==> config.mk <==
export PLATFORM = sky130hd
export DESIGN_NAME = ahb_mem_ap
export DESIGN_NICKNAME = d
export VERILOG_FILES = /design/src/rtl/jtag_types_pkg.sv /design/src/rtl/ahb_ap_lane_align.sv /design/src/rtl/ahb_mem_ap.sv
export SDC_FILE = /design/constraint.sdc
export NUM_CORES = 1
export LEC_CHECK = 0
export CORE_MARGIN = 2
export CORE_UTILIZATION = 46
export CTS_CLUSTER_DIAMETER = 120
export DETAILED_ROUTE_END_ITERATION = 10
export PLACE_DENSITY_LB_ADDON = 0.3
export SYNTH_ARGS = -nofsm -noshare
export SYNTH_HDL_FRONTEND = slang
export SYNTH_SLANG_ARGS = --single-unit
==> constraint.sdc <==
create_clock -name AFT_CLK -period 2.8 [get_ports AFT_CLK]
set_clock_uncertainty 0.05 [all_clocks]
set_input_delay 0.56 -clock AFT_CLK [delete_from_list [all_inputs] [get_ports AFT_CLK]]
set_output_delay 0.56 -clock AFT_CLK [all_outputs]
set_load 0.05 [all_outputs]
==> src/rtl/jtag_types_pkg.sv <==
// jtag_types_pkg: shared types and constants for the JTAG-driven AHB memory access point
// Provides the AP state enum, command word field offsets, AHB transfer/size codes and status bit indices.
package jtag_types_pkg;
   typedef enum logic [1:0] {IDLE, ADDR, DATA} ahb_ap_state_t;
   localparam int CMD_VALID = 0;
   localparam int CMD_WR = 1;
   localparam int CMD_CTL = 2;
   localparam int CMD_SIZE = 7;
   localparam int CMD_REGSEL = 9;
   localparam int CMD_PAYLOAD = 10;
   localparam int CTL_INC = 0;
   localparam int CTL_CLR = 1;
   localparam logic [1:0] HTRANS_IDLE = 2'b00;
   localparam logic [1:0] HTRANS_NONSEQ = 2'b10;
   localparam logic [2:0] HSIZE_WORD = 3'd2;
   localparam logic [2:0] HSIZE_DWORD = 3'd3;
   localparam int ST_BUS_ERR = 0;
   localparam int ST_TIMEOUT = 1;
   localparam int ST_OVERRUN = 2;
endpackage

==> src/rtl/ahb_ap_lane_align.sv <==
// ahb_ap_lane_align: moves the addressed byte lanes of hrdata down to bit 0 and masks to the transfer size
// Ports: hrdata (raw bus data), offset (address bits below the bus width), size (log2 bytes), rdata (aligned result).
module ahb_ap_lane_align #(
   parameter int DATA_W = 32
) (
   input  logic [DATA_W-1:0]             hrdata,
   input  logic [$clog2(DATA_W/8)-1:0]   offset,
   input  logic [1:0]                    size,
   output logic [DATA_W-1:0]             rdata
);
   // a shift of 8<<size at or beyond DATA_W yields zero, so the mask becomes all ones for full-width transfers
   assign rdata = (hrdata >> {offset, 3'b000}) & ~({DATA_W{1'b1}} << (8 << size));
endmodule

==> src/rtl/ahb_mem_ap.sv <==
// ahb_mem_ap: JTAG command driven AHB-Lite single-transfer memory access point
// Ports: AFT_CLK/TRST clock and sync active-low reset; cmd_valid/cmd command input; busy, rsp_valid, rsp_rdata,
// status {overrun, timeout, bus_err} toward JTAG; haddr/htrans/hwrite/hsize/hwdata/hrdata/hready/hresp AHB-Lite master.
module ahb_mem_ap
   import jtag_types_pkg::*;
#(
   parameter int DATA_W = 32,
   parameter int ADDR_W = 32,
   parameter int TIMEOUT = 1024,
   parameter int CMD_W = DATA_W + 10
) (
   input  logic               AFT_CLK,
   input  logic               TRST,
   input  logic               cmd_valid,
   input  logic [CMD_W-1:0]   cmd,
   output logic               busy,
   output logic               rsp_valid,
   output logic [DATA_W-1:0]  rsp_rdata,
   output logic [2:0]         status,
   output logic [ADDR_W-1:0]  haddr,
   output logic [1:0]         htrans,
   output logic               hwrite,
   output logic [2:0]         hsize,
   output logic [DATA_W-1:0]  hwdata,
   input  logic [DATA_W-1:0]  hrdata,
   input  logic               hready,
   input  logic               hresp
);
   localparam int LG = $clog2(DATA_W/8);
   localparam logic [1:0] MAX_SIZE = DATA_W == 64 ? HSIZE_DWORD[1:0] : HSIZE_WORD[1:0];
   ahb_ap_state_t state;
   logic [ADDR_W-1:0] tar;
   logic inc_en;
   logic [31:0] tcnt;
   logic [1:0] size;
   logic [2:0] st_set;
   logic [DATA_W-1:0] aligned;
   logic acc, drop, pre_err, tmo, done, unused;
   assign size = cmd[CMD_SIZE +: 2];
   assign acc = cmd_valid && cmd[CMD_VALID] && state == IDLE;
   assign drop = cmd_valid && cmd[CMD_VALID] && state != IDLE;
   assign pre_err = size > MAX_SIZE || (tar & ((ADDR_W'(1) << size) - ADDR_W'(1))) != '0;
   // the counter value is the number of hready-low cycles already seen, so the limit is hit on the TIMEOUT-th one
   assign tmo = TIMEOUT != 0 && state != IDLE && !hready && tcnt == 32'(TIMEOUT - 1);
   assign done = state == DATA && hready && !tmo;
   assign busy = state != IDLE;
   assign unused = ^cmd[CMD_CTL+2 +: 3];
   always_comb begin
      st_set = '0;
      st_set[ST_BUS_ERR] = (acc && cmd[CMD_REGSEL] && pre_err) || (done && hresp);
      st_set[ST_TIMEOUT] = tmo;
      st_set[ST_OVERRUN] = drop;
   end
   ahb_ap_lane_align #(.DATA_W(DATA_W)) u_align (
      .hrdata(hrdata),
      .offset(tar[LG-1:0]),
      .size(hsize[1:0]),
      .rdata(aligned)
   );
   always_ff @(posedge AFT_CLK) begin
      if (!TRST) begin
         state <= IDLE;
         tar <= '0;
         inc_en <= 1'b0;
         tcnt <= '0;
         status <= '0;
         rsp_valid <= 1'b0;
         rsp_rdata <= '0;
         haddr <= '0;
         htrans <= HTRANS_IDLE;
         hwrite <= 1'b0;
         hsize <= '0;
         hwdata <= '0;
      end else begin
         rsp_valid <= 1'b0;
         // a clear on the accepted command wipes old flags, then this cycle's flags are merged in
         status <= ((acc && cmd[CMD_CTL+CTL_CLR]) ? 3'b000 : status) | st_set;
         if (tmo) begin
            state <= IDLE;
            htrans <= HTRANS_IDLE;
            rsp_valid <= 1'b1;
            rsp_rdata <= '0;
         end else begin
            case (state)
               IDLE: if (acc) begin
                  if (!cmd[CMD_REGSEL]) begin
                     tar <= cmd[CMD_PAYLOAD +: ADDR_W];
                     inc_en <= cmd[CMD_CTL+CTL_INC];
                  end else if (pre_err) begin
                     rsp_valid <= 1'b1;
                     rsp_rdata <= '0;
                  end else begin
                     state <= ADDR;
                     tcnt <= '0;
                     haddr <= tar;
                     htrans <= HTRANS_NONSEQ;
                     hwrite <= cmd[CMD_WR];
                     hsize <= {1'b0, size};
                     hwdata <= cmd[CMD_PAYLOAD +: DATA_W];
                  end
               end
               ADDR: if (hready) begin
                  state <= DATA;
                  htrans <= HTRANS_IDLE;
               end else tcnt <= tcnt + 32'd1;
               DATA: if (hready) begin
                  state <= IDLE;
                  rsp_valid <= 1'b1;
                  rsp_rdata <= (hresp || hwrite) ? '0 : aligned;
                  if (inc_en && !hresp) tar <= tar + (ADDR_W'(1) << hsize[1:0]);
               end else tcnt <= tcnt + 32'd1;
               default: state <= IDLE;
            endcase
         end
      end
   end
endmodule

met3.png
Scale: 2 px per um.
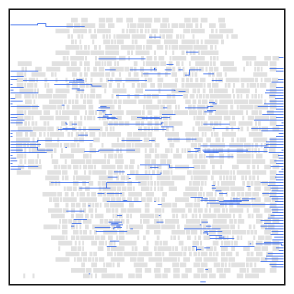
- main direction: horizontal
- share of all routed wire: 7.4%
- nets with wire on the layer: 190
wirelength, routed: 23,700 um
via total after detailed routing: 8,382
met3 usage: 0.0511

met2.png
Scale: 2 px per um.
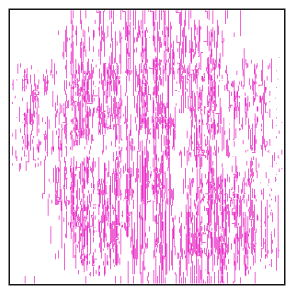
- wire length on this layer: 10,900 um
- share of all routed wire: 46%
GRT met2 Usage: 0.393

metal_stack.png
Scale: 3 px per um.
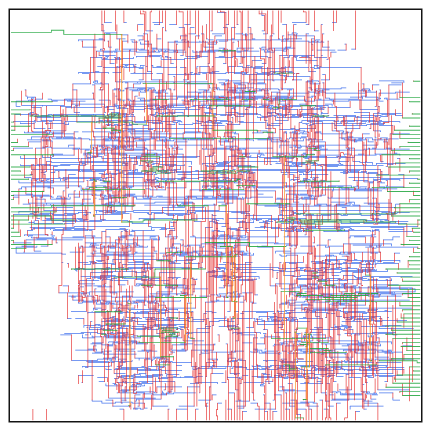
- met1: blue (wire length 10,600 um)
- met2: red (wire length 10,900 um)
- met4: orange (wire length 437 um)
- met3: green (wire length 1,760 um)
total track usage: 0.251
WL per Instance: 15.9 um

pdn.png
Scale: 3 px per um. Pins as bars on the die edge. Tap cells in gray.
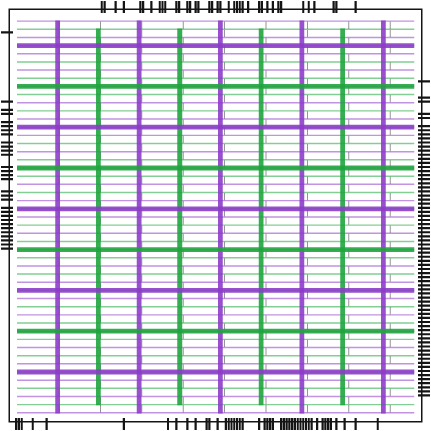
- VDD: green
- VSS: purple
- met1 rails: 49
- met4 straps: 9
- signal pins: 186
Die H: 137 um
Placeable Area: 17,300 um^2
worst ir drop on vdd: 468 uV

==> reports/metrics.yaml <==
run_status:
  outcome: "finished clean"
worst_setup_path:
  worstPathMaxFanout: 7
  worstPathCellList: "clkdlybuf4s50_1 -> and2_1 -> inv_1 -> ha_1 -> a21boi_2 -> o31a_1 -> or3_4 -> or4_1 -> a21oi_1"
  cpPeakStageDelay_ps: 480
  critical-path-slowest-cell: "clkdlybuf4s50_1"
  worstReg2RegStart: "hsize[1]"
  worst-path-buf-inv: 2
  critical_path_class: "in -> reg"
  end_kind: "flop"
  cp-startpoint: "cmd[8]"
  required_ps: 3120
  critPathLaunchType: "input pin"
  cpLargestDelayFamily: "simple AND/OR/NAND/NOR gates"
  arrival_ps: 3070
sta:
  finalCriticalPeriod_ps: 2750
  finalWorstSetupSlack_ps: 54.7
  worst_hold_slack_ps: 402
  final-max-slew-violation-count: 0
  hold_viol: 0
  timing.final.crit_share: 0.980
  max_slew_margin: 0.539
  fin_setup_tns_ps: 0
  fmax_ghz: 0.364
  tightestPinTransition_ps: 687
  setup-violations-final: 0
clock_network:
  cts.sinks: 171
  h-tree-depth: 4
  root_buffer: "clkbuf_16"
  cts_setup_buffers: 0
  clk_pin_slew_ps: 70
  max-clock-path-buffers: 2
  cts_tree: "built"
  clk_latency_ps: 450
  cts_buffers: 17
power:
  leakage_nw: 3.73
  power-per-cell-area_nw_per_um2: 485
  p_total_mw: 5.42
synth:
  synth-async-reset-ratio: 0
  common_cells: "nand2_1 (226), dfxtp_1 (171), a21oi_1 (133)"
  ys_top_cells_by_area: "dfxtp_1 (42%), nand2_1 (10%), a21oi_1 (8.2%), mux2i_1 (3.4%), nor2_1 (3.1%)"
  syn_area_um2: 8140
  yosysMostFrequentCell: "nand2_1"
  synth.largest_area_cell: "dfxtp_1"
  ys_types: 65
  synth_flops: 171
  yosys_warnings: 0
  edf_count: 0
  syn_area_per_cell_um2: 7.74
  ys_cells: 1051
  synth.top_cell.area_share: 0.421
  syn_inst: 1051
  yosysSeqAreaShare: 0.421
  synth_chip_area_um2: 8140
  ff_type: "dfxtp_1"
placement:
  placed_cell_area_um2: 10600
  dp_hpwl_um: 16700
  gp_congestion: 0.905
  dp.cells: 1453
  place_ws_ps: -426
  numPortBuffers: 180
hold_path:
  min_from: "hwdata[6]"
  min_path_type: "reg -> reg"
cells_and_area:
  drive_above_1_share: 0.0968
  fin_util: 0.646
  fillers: 1511
  area_growth_pct: 37.3
  nNetsFinal: 1336
  regArea_um2: 3430
  combGateArea_um2: 4390
  final_cell_area_um2: 11200
  final_cells: 1485
  num_antenna_cells: 0
run:
  drv_cap: 0
  warning_count: 31
floorplan:
  floorplan.core_util: 0.470
  num_rows: 48
  die_w_um: 137
  io_pins: 186
  die_area_um2: 18800
routing:
  dr.pass1.iters: 5
  ant_nets: 0
  drc: 0
  routed_via_density: 5.64
  first_iter_violations: 868
global_route:
  antenna_found_initial: 0
  overflow: 0
  grt_pass1_vias: 7561
  grt_pass1_wl_um: 37800
  grt_max_degree: 87
[final timing paths]
check	to	slack [ps]	cells past startpoint
max	tcnt[23]	50	9
min	hwdata[6]	400	2
max reg2reg	tar[24]	150	10
min reg2reg	hwdata[6]	400	2
[worst min-delay path, cell delays in order, from the launching register on]
cell	delay, ps
dfxtp_1	310
nand2_1	50
a21oi_1	50
[layout make-up]
cell class,count,area share
multi-input combinational,788,0.393
sequential,171,0.307
timing repair buffer,247,0.215
clock buffer,17,0.0381
tap,225,0.0252
clock inverter,15,0.0141
inverter,22,0.00739
[sequential cells by signal, indices dropped and copies added, names as in the netlist]
| signal | flops |
|---|---|
| inc_en | 1 |
| rsp_valid | 1 |
| htrans | 1 |
| hsize | 2 |
| state | 2 |
| status | 3 |
| rsp_rdata | 32 |
| tcnt | 32 |
| haddr | 32 |
| tar | 32 |
| hwrite | 1 |
| hwdata | 32 |
[power breakdown]
| group | switching [mW] | internal, mW |
|---|---|---|
| combinational | 0.324 | 0.252 |
| clock | 1.08 | 1.26 |
| sequential | 0.0323 | 2.47 |
[cell families after synthesis]
kind of cell,Yosys count,share of synthesized area
AOI/OAI and AO/OA,245,0.177
buffers and inverters,93,0.0468
other,1,0.000461
DFF,171,0.421
adders and majority gates,10,0.0163
and+or+nand+nor,480,0.279
xor gates and xnor gates,23,0.0248
muxes,28,0.0345
[cell usage in the layout, fill, tap and decap left out, drive strengths merged, types with 7 or more instances in the layout]
cell and count:
clkdlybuf4s50 179, and3 7, mux2i 28, a21oi 133, nor2 67, xnor2 22, or3 13, and4 9
buf 67, a211oi 10, clkbuf 17, o21ai 37, nand4 23, inv 30, a31oi 7, nand3 47
nor4 28, ha 9, nand2 226, o22ai 7, dfxtp 171, and2 8, nor3 23
[layer usage]
| layer | up-vias | part of all wire | global-route usage |
|---|---|---|---|
| met5 | - | 0 | 0 |
| met4 | 0 | 0.018 | 0.0865 |
| met3 | 37 | 0.074 | 0.0511 |
| met2 | 342 | 0.46 | 0.393 |
| met1 | 3900 | 0.45 | 0.345 |
| li1 | 4103 | - | - |
[what timing repair did]
action | in CTS | in global routing
hold buffers | 0 | 0
pin swaps | 0 | 1
setup endpoints to repair | 1 | 8
endpoints found under the hold margin | 0 | 0
gates resized | 1 | 5
Power and IR drop assume default switching activity.
